## src/rtl/vga_timing_pkg.sv

```systemverilog
// vga_timing_pkg: default 640x480@60 Hz timing constants and the
// shared 10-bit screen-position type.
package vga_timing_pkg;

    typedef logic [9:0] pos_t;

    localparam int H_VISIBLE_DEF = 640;
    localparam int H_FRONT_DEF   = 16;
    localparam int H_SYNC_DEF    = 96;
    localparam int H_BACK_DEF    = 48;
    localparam int V_VISIBLE_DEF = 480;
    localparam int V_FRONT_DEF   = 10;
    localparam int V_SYNC_DEF    = 2;
    localparam int V_BACK_DEF    = 33;

    localparam int H_TOTAL = H_VISIBLE_DEF + H_FRONT_DEF
                           + H_SYNC_DEF + H_BACK_DEF;
    localparam int V_TOTAL = V_VISIBLE_DEF + V_FRONT_DEF
                           + V_SYNC_DEF + V_BACK_DEF;

    localparam int H_SYNC_START = H_VISIBLE_DEF + H_FRONT_DEF;
    localparam int H_SYNC_END   = H_SYNC_START + H_SYNC_DEF - 1;
    localparam int V_SYNC_START = V_VISIBLE_DEF + V_FRONT_DEF;
    localparam int V_SYNC_END   = V_SYNC_START + V_SYNC_DEF - 1;

    function automatic pos_t wrap_inc(input pos_t p, input pos_t last);
        return (p == last) ? '0 : p + 1'b1;
    endfunction

endpackage

```

## src/rtl/vga_sync_gen_pixel_tick_gen.sv

```systemverilog
// pixel_tick_gen: divides the system clock down to a one-cycle
// pixel strobe every CLK_DIV clocks.
module pixel_tick_gen #(
    parameter int CLK_DIV = 2
) (
    input  logic clk,
    input  logic rst,
    output logic tick
);

    localparam int DW = (CLK_DIV > 1) ? $clog2(CLK_DIV) : 1;
    localparam logic [DW-1:0] DIV_LAST = DW'(CLK_DIV - 1);

    if (CLK_DIV < 1) begin : g_bad_div
        $error("pixel_tick_gen: CLK_DIV must be at least 1");
    end

    logic [DW-1:0] div_q;
    logic [DW-1:0] div_d;

    assign tick = (div_q == DIV_LAST);

    always_comb begin
        div_d = tick ? '0 : div_q + 1'b1;
    end

    always_ff @(posedge clk) begin
        if (rst) begin
            div_q <= '0;
        end else begin
            div_q <= div_d;
        end
    end

endmodule

```

## src/rtl/vga_sync_gen.sv

```systemverilog
// vga_sync_gen: VGA position counters with registered sync, visible
// and frame-start outputs aligned to the counter values they describe.
module vga_sync_gen
    import vga_timing_pkg::*;
#(
    parameter int CLK_DIV   = 2,
    parameter int H_VISIBLE = H_VISIBLE_DEF,
    parameter int H_FRONT   = H_FRONT_DEF,
    parameter int H_SYNC    = H_SYNC_DEF,
    parameter int H_BACK    = H_BACK_DEF,
    parameter int V_VISIBLE = V_VISIBLE_DEF,
    parameter int V_FRONT   = V_FRONT_DEF,
    parameter int V_SYNC    = V_SYNC_DEF,
    parameter int V_BACK    = V_BACK_DEF
) (
    input  logic clk,
    input  logic rst,
    output logic pixelTick,
    output pos_t hPos,
    output pos_t vPos,
    output logic hSync,
    output logic vSync,
    output logic visible,
    output logic frameStart
);

    localparam int HT = H_VISIBLE + H_FRONT + H_SYNC + H_BACK;
    localparam int VT = V_VISIBLE + V_FRONT + V_SYNC + V_BACK;

    localparam pos_t H_LAST = pos_t'(HT - 1);
    localparam pos_t V_LAST = pos_t'(VT - 1);
    localparam pos_t H_VIS  = pos_t'(H_VISIBLE);
    localparam pos_t V_VIS  = pos_t'(V_VISIBLE);
    localparam pos_t H_SS   = pos_t'(H_VISIBLE + H_FRONT);
    localparam pos_t H_SE   = pos_t'(H_VISIBLE + H_FRONT + H_SYNC - 1);
    localparam pos_t V_SS   = pos_t'(V_VISIBLE + V_FRONT);
    localparam pos_t V_SE   = pos_t'(V_VISIBLE + V_FRONT + V_SYNC - 1);

    if (HT > 1024 || VT > 1024) begin : g_bad_total
        $error("vga_sync_gen: H_TOTAL and V_TOTAL must be <= 1024");
    end

    pixel_tick_gen #(
        .CLK_DIV (CLK_DIV)
    ) u_tick (
        .clk  (clk),
        .rst  (rst),
        .tick (pixelTick)
    );

    pos_t h_q, h_d;
    pos_t v_q, v_d;
    logic hs_q, hs_d;
    logic vs_q, vs_d;
    logic vis_q, vis_d;
    logic fs_q, fs_d;

    // Decode from next-state counters so flags line up with hPos/vPos.
    always_comb begin
        h_d  = h_q;
        v_d  = v_q;
        fs_d = 1'b0;
        if (pixelTick) begin
            h_d = wrap_inc(h_q, H_LAST);
            if (h_q == H_LAST) begin
                v_d  = wrap_inc(v_q, V_LAST);
                fs_d = (v_q == V_LAST);
            end
        end
        hs_d  = !((h_d >= H_SS) && (h_d <= H_SE));
        vs_d  = !((v_d >= V_SS) && (v_d <= V_SE));
        vis_d = (h_d < H_VIS) && (v_d < V_VIS);
    end

    always_ff @(posedge clk) begin
        if (rst) begin
            h_q   <= '0;
            v_q   <= '0;
            hs_q  <= 1'b1;
            vs_q  <= 1'b1;
            vis_q <= 1'b1;
            fs_q  <= 1'b0;
        end else begin
            h_q   <= h_d;
            v_q   <= v_d;
            hs_q  <= hs_d;
            vs_q  <= vs_d;
            vis_q <= vis_d;
            fs_q  <= fs_d;
        end
    end

    assign hPos       = h_q;
    assign vPos       = v_q;
    assign hSync      = hs_q;
    assign vSync      = vs_q;
    assign visible    = vis_q;
    assign frameStart = fs_q;

endmodule

```

## config.mk

```make
export PLATFORM = sky130hd
export DESIGN_NAME = vga_sync_gen
export DESIGN_NICKNAME = d
export VERILOG_FILES = /design/src/rtl/vga_timing_pkg.sv /design/src/rtl/vga_sync_gen_pixel_tick_gen.sv /design/src/rtl/vga_sync_gen.sv
export SDC_FILE = /design/constraint.sdc
export NUM_CORES = 1
export LEC_CHECK = 0
export CORE_ASPECT_RATIO = 1.75
export CORE_MARGIN = 2
export CORE_UTILIZATION = 40
export DETAILED_ROUTE_END_ITERATION = 6
export SLEW_MARGIN = 20
export SYNTH_ARGS = -nofsm -noshare
export SYNTH_HDL_FRONTEND = slang
export SYNTH_SLANG_ARGS = --single-unit
```

## constraint.sdc

```tcl
create_clock -name clk -period 4.78 [get_ports clk]
set_input_delay 0.956 -clock clk [delete_from_list [all_inputs] [get_ports clk]]
set_output_delay 0.956 -clock clk [all_outputs]
set_load 0.005 [all_outputs]
```

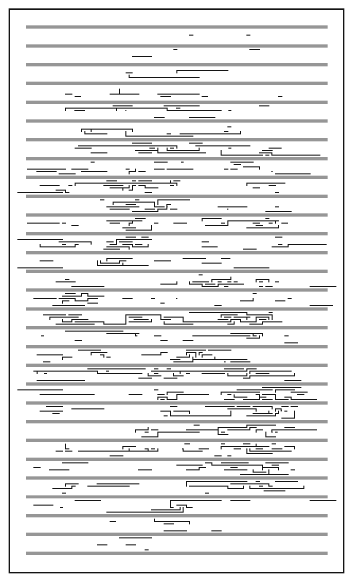
*M1 wires, run 1*
Supply wires on this layer in gray.
nets with wire on the layer: 170
wire length on this layer: 1180 um
longest straight run: 14.7 um
share of all routed wire: 38%
main direction: horizontal
met1 routing resource usage after global routing: 17.5%
drt total wl: 3110 um
vias post-DR: 1244

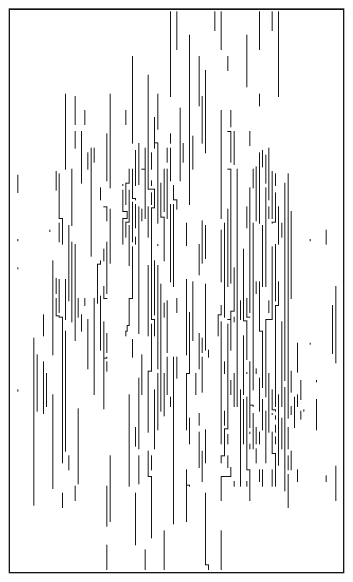
*Metal 2, run 1*
wire length on this layer: 1780 um
longest straight run: 35.4 um
met2 track demand over resource in global routing: 33.9%

==> flow report, run 1 <==
==========================================================================================
Number of nets still failing antenna checks after routing                                0
Cycle use final                                                                      49.2%
Run status                                                                       completed
Reg2reg start                                                                 hPos[0]$_SDFF_PP0_
Worst hold path depth                                                                    1
Synthesized-area fraction occupied by xor and xnor cells                             8.33%
Total gr overflow                                                                        0
Share of the final layout cell area in sequential cells                              29.3%
Ys flops                                                                                25
Synthesized net count                                                                  165
Final critical delay including setup and external delays                           2.35 ns
Total setup violations reported at the end of the flow                                   0
Tap cells                                                                               45
Most instantiated flip-flop cell in the synthesis netlist                          dfxtp_1
Count of clock buffers in the final design                                               3
Area occupied by multi-input gates                                                826 um^2
Non-CTS buffers                                                                         26
Total net switching power                                                      0.0000752 W
Largest fanout of any net on the critical path                                           8
Die Height                                                                         81.4 um
Detailed route wirelength on metal2                                                1780 um
Layout cell share with drive strength beyond 1                                       10.3%
Number of cells in Yosys stat                                                          160
Clock latency at the later pin of the worst-skew pair                              0.26 ns
Post-synth mux share                                                                 2.29%
I/O pin total                                                                           27
Share of flip-flops with an asynchronous set or reset after synthesis                   0%
Crit-path max cell delay                                                           0.58 ns
CTS HTree Levels                                                                         1
Element type at the critical path end                                           output pin
Core region area                                                                 3330 um^2
DRT met1 WL                                                                        1180 um
Internal Pwr Total                                                              0.000277 W
Post-layout instance area                                                        1710 um^2
Beginning of the worst hold path                                              u_tick.tick$_SDFF_PP0_
Core Util at FP                                                                      41.1%
Simple-Gate Fraction of Synth Area                                                   36.7%
Top sig layer                                                                         met4
Cell at the slowest stage of the critical path                                clkdlybuf4s50_1
CP Depth                                                                                 1
RSZ-0062 raised after global routing                                                 false
Top cells by area, synth                                                      dfxtp_1 (37%), nor2_1 (9.1%), xor2_1 (5.1%)
Net switching fraction of the power                                                  21.4%
FILL cells                                                                             338
Area growth, synth to finish                                                         24.8%
Group with the largest share of power                                            registers
Capture point of the worst path                                                    hPos[5]
Row count                                                                               28
Global-route wire length before repair                                             5090 um
Hold Worst Slack                                                                  0.577 ns
Power share of the combinational group                                                3.7%
Via count of the first global-routing pass                                            1195
Grt peak-use layer                                                                    met2
Capturing point of the worst reg2reg path                                     vSync$_SDFF_PP1_
Invs w/o clock                                                                           4
Commonest cells post-synth                                                    nor2_1 (33), dfxtp_1 (25), nand2_1 (14), nand3_1 (10), xor2_1 (8)
Worst supply voltage drop on vdd                                                0.000163 V
Clock edge transition at the registers on the reported setup and hold paths        0.09 ns
Slew @ Worst Pin                                                                  0.599 ns
Total number of warnings across the stage logs                                          27
Commonest cells after routing, fill and taps aside                            nor2_1 (33), clkdlybuf4s50_1 (26), dfxtp_1 (25), nand2_1 (14), nand3_1 (10)
Family with the most delay on the worst path                                  buffers and inverters
Overall routing resource usage                                                       17.9%
Post-route clock skew                                                           0.00206 ns
Slew Limit Headroom                                                                  59.9%
Worst Path Buf+Inv                                                                       1
Pin count of the biggest net entering global routing                                    18
Hold EP                                                                       u_tick.tick$_SDFF_PP0_
Crit start category                                                               register
Arrival time worst endpoint                                                        1.40 ns
DP Cell Count                                                                          226
Accumulated negative setup slack                                                      0 ns
Post-Syn Instances                                                                     160
Placer congestion estimate                                                           0.862
Main kind of combinational logic by area                                      simple AND/OR/NAND/NOR gates
Fraction of area in clock buffers and inverters                                      2.86%
Area-dominant class                                                           combinational gates
Share of synthesized cell area in full adder, half adder and majority cells          2.74%
Area leader share                                                                    36.6%
Multi-input gate count                                                                 126
Cell Chain, Critical Path                                                     clkdlybuf4s50_1
Number of instances resized during post-cts repair                                       0
Buffer levels on the longest clock path                                                  2
Number of antenna violations at the first check in global routing                        0
==========================================================================================
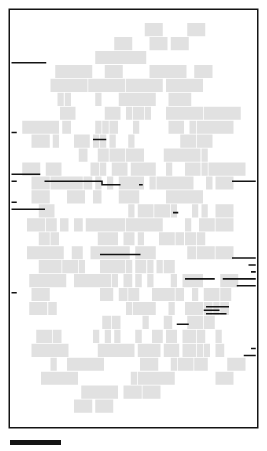
*M3 wires, run 1*
Bar = 10 um.
longest straight run: 11.0 um
share of all routed wire: 2.8%
GRT met3 Usage: 2.89%

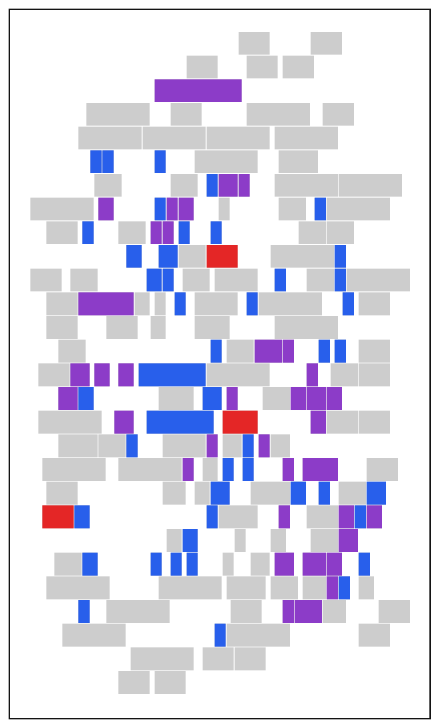
*Selected gate families, run 1*
legend:
  red:
    family: multiplexers
    cells: 3
    most_used: mux2i_1
  purple:
    family: NAND gates
    cells: 37
    most_used: nand2_1
  blue:
    family: NOR gates
    cells: 46
    most_used: nor2_1
most common library cell in the layout ignoring fill and taps: nor2_1
number of standard cells in the final layout excluding fillers: 230
combinational share of cell area: 48.4%

### The clock network, run 1

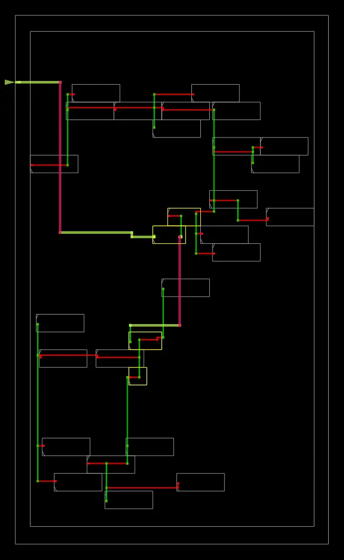

--- run 2 (diff from run 1) ---
==> constraint.sdc (replaced) <==
create_clock -name clk -period 2.45 [get_ports clk]
set_input_delay 0.49 -clock clk [delete_from_list [all_inputs] [get_ports clk]]
set_output_delay 0.49 -clock clk [all_outputs]
set_load 0.005 [all_outputs]
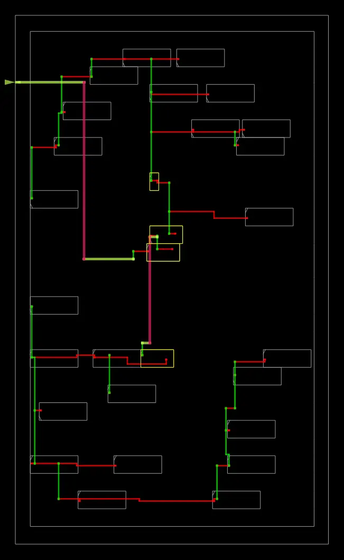
*The clock network, run 2*
clock latency at the later pin of the worst-skew pair: 0.27 ns
Clock group: 0.000241 W
number of sequential storage elements: 25
number of sinks driven by the clock tree: 25

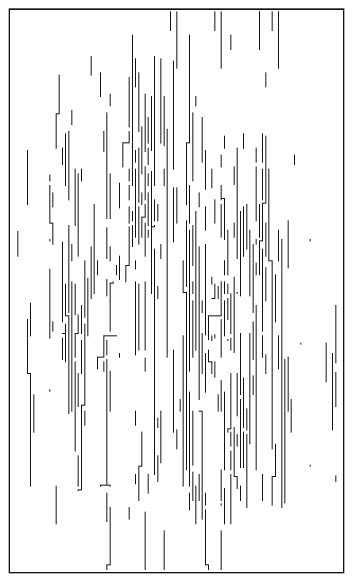
*Metal 2, run 2*
nets with wire on the layer: 163
main direction: vertical
met2 track demand over resource in global routing: 33.2%
drt total wl: 3230 um
vias post-DR: 1241

==> run 2 against run 1 <==
  * Routed wire length increased by 3.7%
  * Sequential power increased by 95%
  * Critical endpoint is now vSync$_SDFF_PP1_
  * Setup slack got worse by 2.1 ns
  * Critical path type is now reg -> reg
  * Sequential share of layout area down 0.19 points
  * Total power up 95%
  * Non-clock buffer count grew 2
  * Synthesized cell count is the same
  * Clock power up 94%
  * Via count is 0.24% lower
  * Die size stayed put
==> flow report, run 2 <==
==========================================================================================
Hold Worst Slack                                                                  0.574 ns   -0.00381 ns
GRT met3 Usage                                                                       2.44%   -0.44 points
Total net switching power                                                       0.000145 W   +93%
Clock edge transition at the registers on the reported setup and hold paths        0.09 ns   about the same
Detailed route wirelength on metal2                                                1730 um   -3.0%
Group with the largest share of power                                            registers
Synthesized-area fraction occupied by xor and xnor cells                             8.33%   unchanged
Element type at the critical path end                                             register
Net switching fraction of the power                                                  21.1%   -0.28 points
Placer congestion estimate                                                           0.851   -1.2%
Commonest cells post-synth                                                    nor2_1 (33), dfxtp_1 (25), nand2_1 (14), nand3_1 (10), xor2_1 (8)
Area leader share                                                                    36.6%   unchanged
Slew @ Worst Pin                                                                  0.398 ns   -0.201 ns
Area growth, synth to finish                                                         25.6%
Met1 routing resource usage after global routing                                     21.8%   +4.3 points
DRT met1 WL                                                                        1280 um   +7.7%
Post-Syn Instances                                                                     160   unchanged
Capturing point of the worst reg2reg path                                     vSync$_SDFF_PP1_
Pin count of the biggest net entering global routing                                    14   -4
Capture point of the worst path                                               vSync$_SDFF_PP1_
DP Cell Count                                                                          228   +0.88%
Top sig layer                                                                         met4
Family with the most delay on the worst path                                  simple AND/OR/NAND/NOR gates
FILL cells                                                                             329   -2.7%
RSZ-0062 raised after global routing                                                 false
Number of standard cells in the final layout excluding fillers                         232   +0.87%
Row count                                                                               28   unchanged
Cell Chain, Critical Path                                                     ha_1 > nand2_2 > nor4_4 > nand2_1 > nor2_1 > mux2_2 > nand4b_1
Post-route clock skew                                                           0.00490 ns   +0.00284 ns
Fraction of area in clock buffers and inverters                                      2.62%   -0.24 points
Overall routing resource usage                                                       19.3%   +1.4 points
Share of the final layout cell area in sequential cells                              29.1%   -0.19 points
Run status                                                                       completed
Core Util at FP                                                                      41.1%   unchanged
Area occupied by multi-input gates                                                826 um^2   unchanged
Number of cells in Yosys stat                                                          160   unchanged
Arrival time worst endpoint                                                        2.27 ns   +0.87 ns
Internal Pwr Total                                                              0.000542 W   +96%
Total number of warnings across the stage logs                                          27   unchanged
Cycle use final                                                                      86.5%
Worst Path Buf+Inv                                                                       0   -1
Accumulated negative setup slack                                                      0 ns   unchanged
Post-layout instance area                                                        1720 um^2   +0.66%
Cell at the slowest stage of the critical path                                     dfxtp_1
Slew Limit Headroom                                                                  73.4%   +14 points
Top cells by area, synth                                                      dfxtp_1 (37%), nor2_1 (9.1%), xor2_1 (5.1%)
Most instantiated flip-flop cell in the synthesis netlist                          dfxtp_1
Crit-path max cell delay                                                           0.42 ns   -0.16 ns
Combinational share of cell area                                                     48.1%   -0.32 points
Global-route wire length before repair                                             5570 um   +9.5%
Share of synthesized cell area in full adder, half adder and majority cells          2.74%   unchanged
Grt peak-use layer                                                                    met2
Most common library cell in the layout ignoring fill and taps                       nor2_1
Layout cell share with drive strength beyond 1                                       10.7%   +0.42 points
Multi-input gate count                                                                 126   unchanged
Tap cells                                                                               45   unchanged
Largest fanout of any net on the critical path                                           6   -2
Non-CTS buffers                                                                         28   +7.7%
Commonest cells after routing, fill and taps aside                            nor2_1 (33), clkdlybuf4s50_1 (26), dfxtp_1 (25), nand2_1 (14), nand3_1 (10)
Ys flops                                                                                25   unchanged
==========================================================================================
### M1 wires, run 2

Supply wires on this layer in gray.
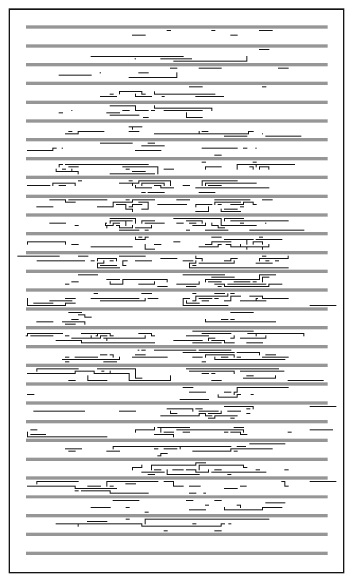

--- run 3 (diff from run 2) ---
--- a/config.mk
+++ b/config.mk
@@ -9,6 +9,8 @@
 export CORE_MARGIN = 2
 export CORE_UTILIZATION = 40
 export DETAILED_ROUTE_END_ITERATION = 6
+export REMOVE_ABC_BUFFERS = 1
+export SETUP_SLACK_MARGIN = 0.1
 export SLEW_MARGIN = 20
 export SYNTH_ARGS = -nofsm -noshare
 export SYNTH_HDL_FRONTEND = slang
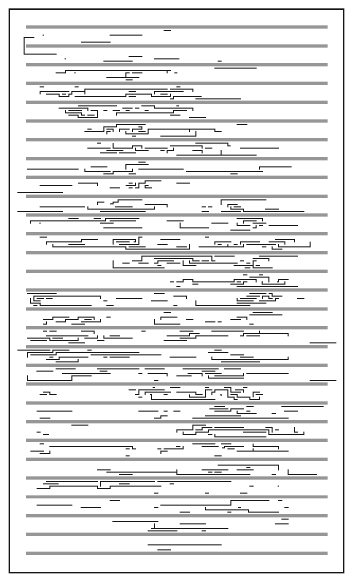
*M1 wires, run 3*
Supply wires on this layer in gray.
wire length on this layer: 1370 um
nets with wire on the layer: 170
met1 routing resource usage after global routing: 21.8%
vias post-DR: 1254
drt total wl: 3480 um

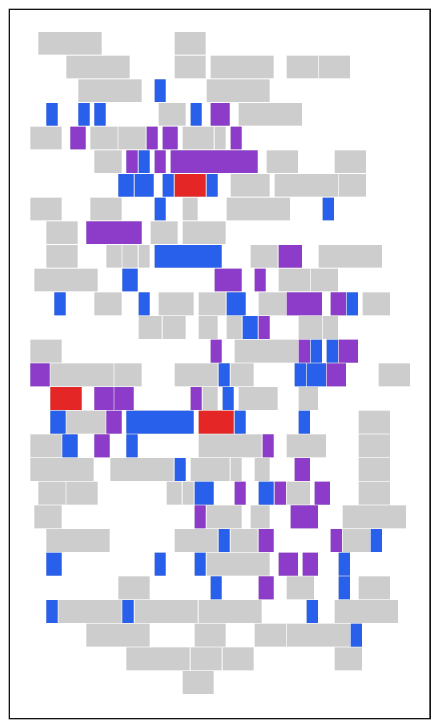
*Selected gate families, run 3*
legend:
  blue:
    family: NOR gates
    cells: 46
    most_used: nor2_1
    where: all over the die
  red:
    family: multiplexers
    cells: 3
    most_used: mux2i_1
  purple:
    family: NAND gates
    cells: 37
    most_used: nand2_1
number of standard cells in the final layout excluding fillers: 233
combinational share of cell area: 47.8%

==> run 3 against run 2 <==
  * First-iteration DRC count increased to 2.5 times the previous value
  * Routed wire length is 7.7% higher
  * Sequential share of layout area fell by 0.15 points
  * Total power is 1.4% higher
  * Combinational power up 3%
  * Synthesized cell count stayed put
  * Critical path type unchanged
  * Largest power group unchanged
  * Highest routed layer unchanged
==> flow report, run 3 <==
==========================================================================================
Ys flops                                                                                25   unchanged
Worst hold path depth                                                                    1
Detailed route wirelength on metal2                                                1900 um   +9.9%
Overall routing resource usage                                                       20.8%   +1.5 points
GRT met3 Usage                                                                       2.22%   -0.22 points
Number of enable flip-flop cells                                                         0
Seq pwr                                                                         0.000418 W
DP Cell Count                                                                          229   +0.44%
Row count                                                                               28   unchanged
Multi-input gate count                                                                 126   unchanged
Number of sequential storage elements                                                   25   unchanged
Pin count of the biggest net entering global routing                                    15   +1
Core Util at FP                                                                      41.1%   unchanged
RSZ-0062 raised after global routing                                                 false
Fraction of area in clock buffers and inverters                                      2.68%   +0.059 points
Mean Syn Cell Area                                                               8.55 um^2
Area growth, synth to finish                                                         26.3%
Post-synthesis cell area                                                         1370 um^2
Total number of warnings across the stage logs                                          26   -3.7%
Capture point of the worst path                                               visible$_SDFF_PP1_
Grt peak-use layer                                                                    met2
Setup slack after placement                                                       0.436 ns
Share of the final layout cell area in sequential cells                              29.0%   -0.15 points
Proportion of power drawn by flip-flops and latches                                  60.1%
DP Area                                                                          1680 um^2
Family with the most delay on the worst path                                  AND-OR/OR-AND gates
Group with the largest share of power                                            registers
Post-Syn Instances                                                                     160   unchanged
Cell Chain, Critical Path                                                     ha_1 > nand2b_1 > nor4_1 > a41oi_1 > a211o_1 > a21oi_2 > a211oi_2
Clock edge transition at the registers on the reported setup and hold paths        0.09 ns   about the same
Setup slack after layout                                                          0.424 ns
Number of sinks driven by the clock tree                                                25   unchanged
Final critical delay including setup and external delays                           2.03 ns
Layout cell share with drive strength beyond 1                                       11.7%   +1.0 points
Most instantiated flip-flop cell in the synthesis netlist                          dfxtp_1
Element type at the critical path end                                             register
Tap cells                                                                               45   unchanged
Main kind of combinational logic by area                                      simple AND/OR/NAND/NOR gates
Net switching fraction of the power                                                  22.5%   +1.4 points
Top sig layer                                                                         met4
FILL cells                                                                             340   +3.3%
Root Buffer Master                                                                clkbuf_8
Capturing point of the worst reg2reg path                                     visible$_SDFF_PP1_
Clock latency at the later pin of the worst-skew pair                              0.27 ns   about the same
Internal Pwr Total                                                              0.000540 W   -0.38%
Total net switching power                                                       0.000157 W   +8.3%
Synthesized-area fraction occupied by xor and xnor cells                             8.33%   unchanged
Hold Worst Slack                                                                  0.584 ns   +0.0103 ns
Largest fanout of any net on the critical path                                           9   +3
Commonest cells after routing, fill and taps aside                            nor2_1 (33), clkdlybuf4s50_1 (26), dfxtp_1 (25), nand2_1 (14), nand3_1 (10)
Area leader share                                                                    36.6%   unchanged
Non-CTS buffers                                                                         29   +3.6%
Final standard cell utilization of the core                                          51.9%
Commonest cells post-synth                                                    nor2_1 (33), dfxtp_1 (25), nand2_1 (14), nand3_1 (10), xor2_1 (8)
Cycle use final                                                                      82.7%   -3.8 points
Run status                                                                       completed
Most common library cell in the layout ignoring fill and taps                       nor2_1
Cell at the slowest stage of the critical path                                     dfxtp_1
Met2 track demand over resource in global routing                                    37.2%   +4.1 points
Number of cells in Yosys stat                                                          160   unchanged
Reg2reg start                                                                 vPos[0]$_SDFF_PP0_
Area occupied by multi-input gates                                                826 um^2   unchanged
Slew @ Worst Pin                                                                  0.399 ns   +0.00152 ns
Global-route wire length before repair                                             5770 um   +3.6%
Post-layout instance area                                                        1730 um^2   +0.51%
Top cells by area, synth                                                      dfxtp_1 (37%), nor2_1 (9.1%), xor2_1 (5.1%)
Worst Path Buf+Inv                                                                       0   unchanged
Crit-path max cell delay                                                           0.49 ns   +0.07 ns
Arrival time worst endpoint                                                        2.19 ns   -0.08 ns
Post-route total power                                                          0.000696 W
Max-capacitance violation count                                                          0
Placer congestion estimate                                                           0.873   +2.5%
Post-route clock skew                                                           0.00319 ns   -0.00171 ns
DRT met1 WL                                                                        1360 um   +7.0%
Accumulated negative setup slack                                                      0 ns   unchanged
Slew Limit Headroom                                                                  73.3%   -0.10 points
Clock group                                                                     0.000250 W   +4%
Share of synthesized cell area in full adder, half adder and majority cells          2.74%   unchanged
==========================================================================================
Power and IR drop assume default switching activity.
